### src/rtl/vga_plot_pkg.sv
// Shared definitions for the Avalon-MM pixel plotter: register map,
// PLOT/CLEAR field positions, FSM encoding and the queued pixel record.
package vga_plot_pkg;

  localparam logic [1:0] ADDR_PLOT    = 2'd0;
  localparam logic [1:0] ADDR_CLEAR   = 2'd1;
  localparam logic [1:0] ADDR_STATUS  = 2'd2;
  localparam logic [1:0] ADDR_DROPPED = 2'd3;

  localparam int PLOT_Y_MSB = 30;
  localparam int PLOT_Y_LSB = 24;
  localparam int PLOT_X_MSB = 23;
  localparam int PLOT_X_LSB = 16;
  localparam int COL_MSB    = 7;
  localparam int COL_LSB    = 0;

  typedef enum logic [1:0] {
    ST_IDLE  = 2'd0,
    ST_DRAIN = 2'd1,
    ST_CLEAR = 2'd2
  } state_t;

  typedef struct packed {
    logic [6:0] y;
    logic [7:0] x;
    logic [7:0] colour;
  } pixel_t;

endpackage

### src/rtl/plot_fifo.sv
// First-word fall-through pixel queue. Head entry is visible on o_data while
// non-empty; a pop at full frees the slot for a same-cycle push.
module plot_fifo
  import vga_plot_pkg::*;
#(
  parameter int DEPTH = 8
) (
  input  logic                     clk,
  input  logic                     reset,
  input  logic                     i_push,
  input  pixel_t                   i_data,
  input  logic                     i_pop,
  output pixel_t                   o_data,
  output logic                     o_full,
  output logic                     o_empty,
  output logic [$clog2(DEPTH):0]   o_level
);
  localparam int AW = $clog2(DEPTH);

  pixel_t          r_mem [DEPTH];
  logic [AW-1:0]   r_wp, r_rp;
  logic [AW:0]     r_lvl;
  logic            w_do_push, w_do_pop;

  assign o_full    = (r_lvl == (AW+1)'(DEPTH));
  assign o_empty   = (r_lvl == '0);
  assign o_level   = r_lvl;
  assign o_data    = r_mem[r_rp];
  assign w_do_pop  = i_pop && !o_empty;
  assign w_do_push = i_push && (!o_full || w_do_pop);

  // Storage write; contents need no reset since level gates visibility.
  always_ff @(posedge clk) begin
    if (w_do_push) r_mem[r_wp] <= i_data;
  end

  // Pointer and occupancy tracking.
  always_ff @(posedge clk) begin
    if (reset) begin
      r_wp  <= '0;
      r_rp  <= '0;
      r_lvl <= '0;
    end else begin
      if (w_do_push) r_wp <= r_wp + 1'b1;
      if (w_do_pop)  r_rp <= r_rp + 1'b1;
      case ({w_do_push, w_do_pop})
        2'b10:   r_lvl <= r_lvl + 1'b1;
        2'b01:   r_lvl <= r_lvl - 1'b1;
        default: r_lvl <= r_lvl;
      endcase
    end
  end

endmodule

### src/rtl/vga_plot_avalon.sv
// Avalon-MM slave that queues single-pixel plots and performs full-screen
// clears, driving a one-pixel-per-cycle VGA adapter plot interface.
module vga_plot_avalon
  import vga_plot_pkg::*;
#(
  parameter int FIFO_DEPTH = 8,
  parameter int H_RES      = 160,
  parameter int V_RES      = 120
) (
  input  logic        clk,
  input  logic        reset,
  input  logic [1:0]  address,
  input  logic        write,
  input  logic [31:0] writedata,
  input  logic        read,
  output logic [31:0] readdata,
  output logic        waitrequest,
  output logic [7:0]  vga_x,
  output logic [6:0]  vga_y,
  output logic [7:0]  vga_colour,
  output logic        vga_plot
);
  localparam int LW = $clog2(FIFO_DEPTH) + 1;

  state_t        r_state, w_state_nxt;
  pixel_t        w_wr_px, w_fifo_q;
  logic          w_fifo_full, w_fifo_empty;
  logic [LW-1:0] w_fifo_level;
  logic          w_is_plot, w_is_clear, w_px_ok;
  logic          w_pop, w_push, w_push_stall, w_clr_ok, w_clr_acc;
  logic          w_sweep_last, w_busy;
  logic          w_unused_wd;

  logic [7:0]    r_sx, r_vx, r_vc, r_fill;
  logic [6:0]    r_sy, r_vy;
  logic          r_plot;
  logic [31:0]   r_dropped, r_rdata;

  assign w_wr_px.y      = writedata[PLOT_Y_MSB:PLOT_Y_LSB];
  assign w_wr_px.x      = writedata[PLOT_X_MSB:PLOT_X_LSB];
  assign w_wr_px.colour = writedata[COL_MSB:COL_LSB];
  assign w_unused_wd    = ^{writedata[31], writedata[15:8]};

  assign w_is_plot  = write && (address == ADDR_PLOT);
  assign w_is_clear = write && (address == ADDR_CLEAR);
  assign w_px_ok    = ({1'b0, w_wr_px.x} < 9'(H_RES)) && ({1'b0, w_wr_px.y} < 8'(V_RES));

  // Queue drains whenever no sweep owns the plot port, so the first pop
  // already happens in the IDLE->DRAIN cycle.
  assign w_pop        = (r_state != ST_CLEAR) && !w_fifo_empty;
  assign w_push_stall = w_is_plot && w_px_ok && w_fifo_full && !w_pop;
  assign w_push       = w_is_plot && w_px_ok && !w_push_stall;
  // CLEAR only starts once everything queued ahead of it has been plotted.
  assign w_clr_ok     = (r_state == ST_IDLE) && w_fifo_empty;
  assign w_clr_acc    = w_is_clear && w_clr_ok;
  assign waitrequest  = w_push_stall || (w_is_clear && !w_clr_ok);

  assign w_sweep_last = (r_sx == 8'(H_RES-1)) && (r_sy == 7'(V_RES-1));
  assign w_busy       = (r_state != ST_IDLE) || !w_fifo_empty;

  assign vga_x      = r_vx;
  assign vga_y      = r_vy;
  assign vga_colour = r_vc;
  assign vga_plot   = r_plot;
  assign readdata   = r_rdata;

  plot_fifo #(.DEPTH(FIFO_DEPTH)) u_fifo (
    .clk     (clk),
    .reset   (reset),
    .i_push  (w_push),
    .i_data  (w_wr_px),
    .i_pop   (w_pop),
    .o_data  (w_fifo_q),
    .o_full  (w_fifo_full),
    .o_empty (w_fifo_empty),
    .o_level (w_fifo_level)
  );

  // State register.
  always_ff @(posedge clk) begin
    if (reset) r_state <= ST_IDLE;
    else       r_state <= w_state_nxt;
  end

  // Next-state: leave DRAIN together with the pop of the last entry.
  always_comb begin
    w_state_nxt = r_state;
    case (r_state)
      ST_IDLE: begin
        if (w_clr_acc)          w_state_nxt = ST_CLEAR;
        else if (!w_fifo_empty) w_state_nxt = ST_DRAIN;
      end
      ST_DRAIN: begin
        if (w_fifo_empty || (w_fifo_level == LW'(1) && !w_push))
          w_state_nxt = ST_IDLE;
      end
      ST_CLEAR: begin
        if (w_sweep_last) w_state_nxt = ST_IDLE;
      end
      default: w_state_nxt = ST_IDLE;
    endcase
  end

  // Plot port and sweep counters; pixel outputs hold between strobes.
  always_ff @(posedge clk) begin
    if (reset) begin
      r_plot <= 1'b0;
      r_vx   <= '0;
      r_vy   <= '0;
      r_vc   <= '0;
      r_sx   <= '0;
      r_sy   <= '0;
      r_fill <= '0;
    end else begin
      r_plot <= 1'b0;
      if (r_state == ST_CLEAR) begin
        r_vx   <= r_sx;
        r_vy   <= r_sy;
        r_vc   <= r_fill;
        r_plot <= 1'b1;
        if (r_sx == 8'(H_RES-1)) begin
          r_sx <= '0;
          r_sy <= (r_sy == 7'(V_RES-1)) ? 7'd0 : r_sy + 1'b1;
        end else begin
          r_sx <= r_sx + 1'b1;
        end
      end else if (w_pop) begin
        r_vx   <= w_fifo_q.x;
        r_vy   <= w_fifo_q.y;
        r_vc   <= w_fifo_q.colour;
        r_plot <= 1'b1;
      end
      if (w_clr_acc) begin
        r_fill <= writedata[COL_MSB:COL_LSB];
        r_sx   <= '0;
        r_sy   <= '0;
      end
    end
  end

  // Saturating count of off-screen plots.
  always_ff @(posedge clk) begin
    if (reset)                                       r_dropped <= '0;
    else if (w_is_plot && !w_px_ok && ~&r_dropped)   r_dropped <= r_dropped + 1'b1;
  end

  // Read port, one-cycle latency, side-effect free.
  always_ff @(posedge clk) begin
    if (reset) begin
      r_rdata <= '0;
    end else if (read) begin
      case (address)
        ADDR_STATUS:  r_rdata <= {w_busy, 23'b0, 8'(w_fifo_level)};
        ADDR_DROPPED: r_rdata <= r_dropped;
        default:      r_rdata <= '0;
      endcase
    end else begin
      r_rdata <= '0;
    end
  end

endmodule

### config.mk
export PLATFORM = sky130hd
export DESIGN_NAME = vga_plot_avalon
export DESIGN_NICKNAME = d
export VERILOG_FILES = /design/src/rtl/vga_plot_pkg.sv /design/src/rtl/plot_fifo.sv /design/src/rtl/vga_plot_avalon.sv
export SDC_FILE = /design/constraint.sdc
export NUM_CORES = 1
export LEC_CHECK = 0
export ABC_CLOCK_PERIOD_IN_PS = 7600
export CAP_MARGIN = 20
export CORE_MARGIN = 2
export CORE_UTILIZATION = 45
export CTS_BUF_LIST = sky130_fd_sc_hd__clkbuf_16
export CTS_CLUSTER_SIZE = 14
export DETAILED_ROUTE_END_ITERATION = 10
export DONT_BUFFER_PORTS = 1
export SKIP_LAST_GASP = 1
export SYNTH_ARGS = -nofsm -noshare
export SYNTH_HDL_FRONTEND = slang
export SYNTH_HIERARCHICAL = 1
export SYNTH_SLANG_ARGS = --single-unit
### constraint.sdc
create_clock -name clk -period 7.6 [get_ports clk]
set_input_delay 2.28 -clock clk [delete_from_list [all_inputs] [get_ports clk]]
set_output_delay 2.28 -clock clk [all_outputs]
set_load 0.05 [all_outputs]
==> flow_metrics.py <==
# Physical implementation metrics
metrics = {
    "logic_synthesis": {
        "most_common_cell": "edfxtp_1",
        "area_leaders": "edfxtp_1, dfxtp_1, mux4_1",
        "ys_seq_share_pct": 64.1,
        "common_cells": "edfxtp_1, dfxtp_1, nor2_1",
        "ys_chip_area_um2": 12600,
        "ys_sh_mux_pct": 15.0,
        "top_cell_area_share_pct": 44.0,
        "logic_family": "multiplexers",
        "synth_area_per_cell_um2": 14.5,
        "synth.cell_area_um2": 12600,
        "synth-edff-count": 184,
    },
    "route": {
        "dr.pass1.iters": 5,
        "first_iter_violations": 592,
        "wl_met2_um": 11800,
        "vias_per_cell": 5.48,
        "wl_met3_um": 1440,
    },
    "worst_setup_path": {
        "endpoint_kind": "primary output",
        "rr_worst_depth": 6,
        "critPathCapture": "waitrequest",
        "r2r_start": "r_state[0]",
        "cp_max_fo": 9,
        "cp_slowest_stage_delay_ps": 610,
        "path_depth": 4,
    },
    "power": {
        "p_int_w": 0.00271,
        "powerDensity_nw_per_um2": 245,
        "p_comb_w": 0.0000568,
        "switchingPower_w": 0.000734,
        "power_w": 0.00345,
    },
    "die": {
        "die_w_um": 171,
        "core_um2": 27600,
        "chipArea_um2": 29200,
    },
    "grt": {
        "busiest_layer": "met2",
        "grt_max_degree": 90,
        "antenna_found_initial": 0,
        "grt_pass1_vias": 6750,
    },
    "cells_and_area": {
        "finalNonFillerCells": 1275,
        "sh_comb_area_pct": 30.3,
        "inverters": 14,
        "insertedDiodeCount": 0,
        "layout.nets": 917,
        "flop-count": 310,
        "num-multi-input-gates": 497,
        "area_share_nonclk_buffers_pct": 1.01,
    },
    "clock_tree": {
        "clkSinkCount": 310,
        "postCtsHoldBufs": 0,
        "clk_pin_slew_ps": 60,
        "post_cts_buffers": 0,
        "cts_tree": "built",
        "ctsHtreeMaxLevel": 2,
    },
    "sta": {
        "hold_viol_final": 0,
        "finalSetupViolCount": 0,
        "fin_hold_ws_ps": 488,
        "fin_crit_ps": 6080,
        "max-slew-margin-rel_pct": 28.5,
    },
    "min_path": {
        "holdCritStartpoint": "r_dropped[30]",
        "hp-class": "register to register",
    },
    "place": {
        "place_congestion": 0.754,
        "dp.final_hpwl_um": 14600,
        "place_area_um2": 12900,
        "port_buffers": 0,
    },
    "run_status": {
        "status": "completed",
    },
}
### Signal wires on met1

Scale bar: 50 um. Supply wires on this layer in grey.
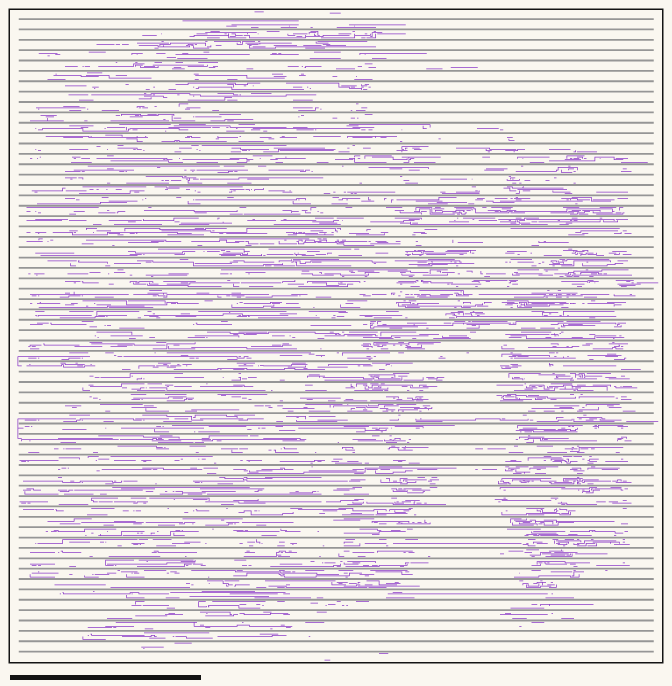
wire length on this layer = 11,000 um
share of all routed wire = 45%
main direction = horizontal
nets with wire on the layer = 851
longest straight run = 74.1 um
detailed-route wire length: 24,600 um
GR met1 Demand/Resource: 23.3%
vias post-DR: 6,986

### Signal wires on met2

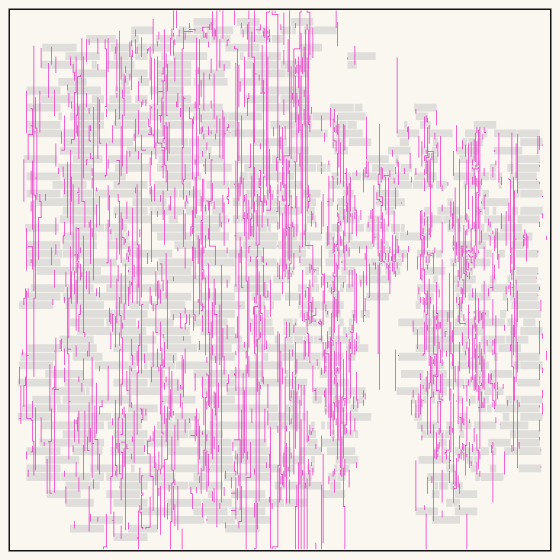
longest straight run = 75.1 um
share of all routed wire = 48%
met2 global-route usage: 28.0%

### Met3 routing

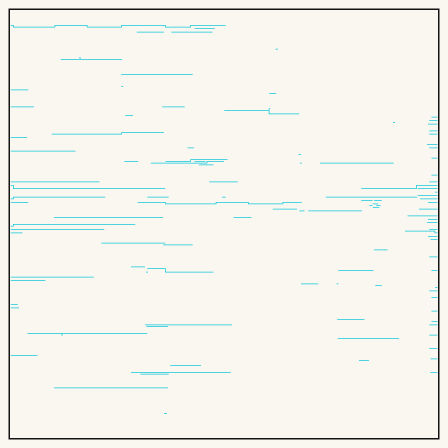
nets with wire on the layer = 83
main direction = horizontal
share of all routed wire = 5.8%
met3 Use GR: 4.26%

### The metal 4 layer

Scale bar: 50 um. Supply wires on this layer in grey.
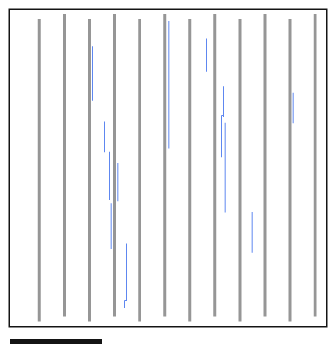
longest straight run = 68.7 um
share of all routed wire = 1.5%

Power is estimated from default activity; no workload was simulated.
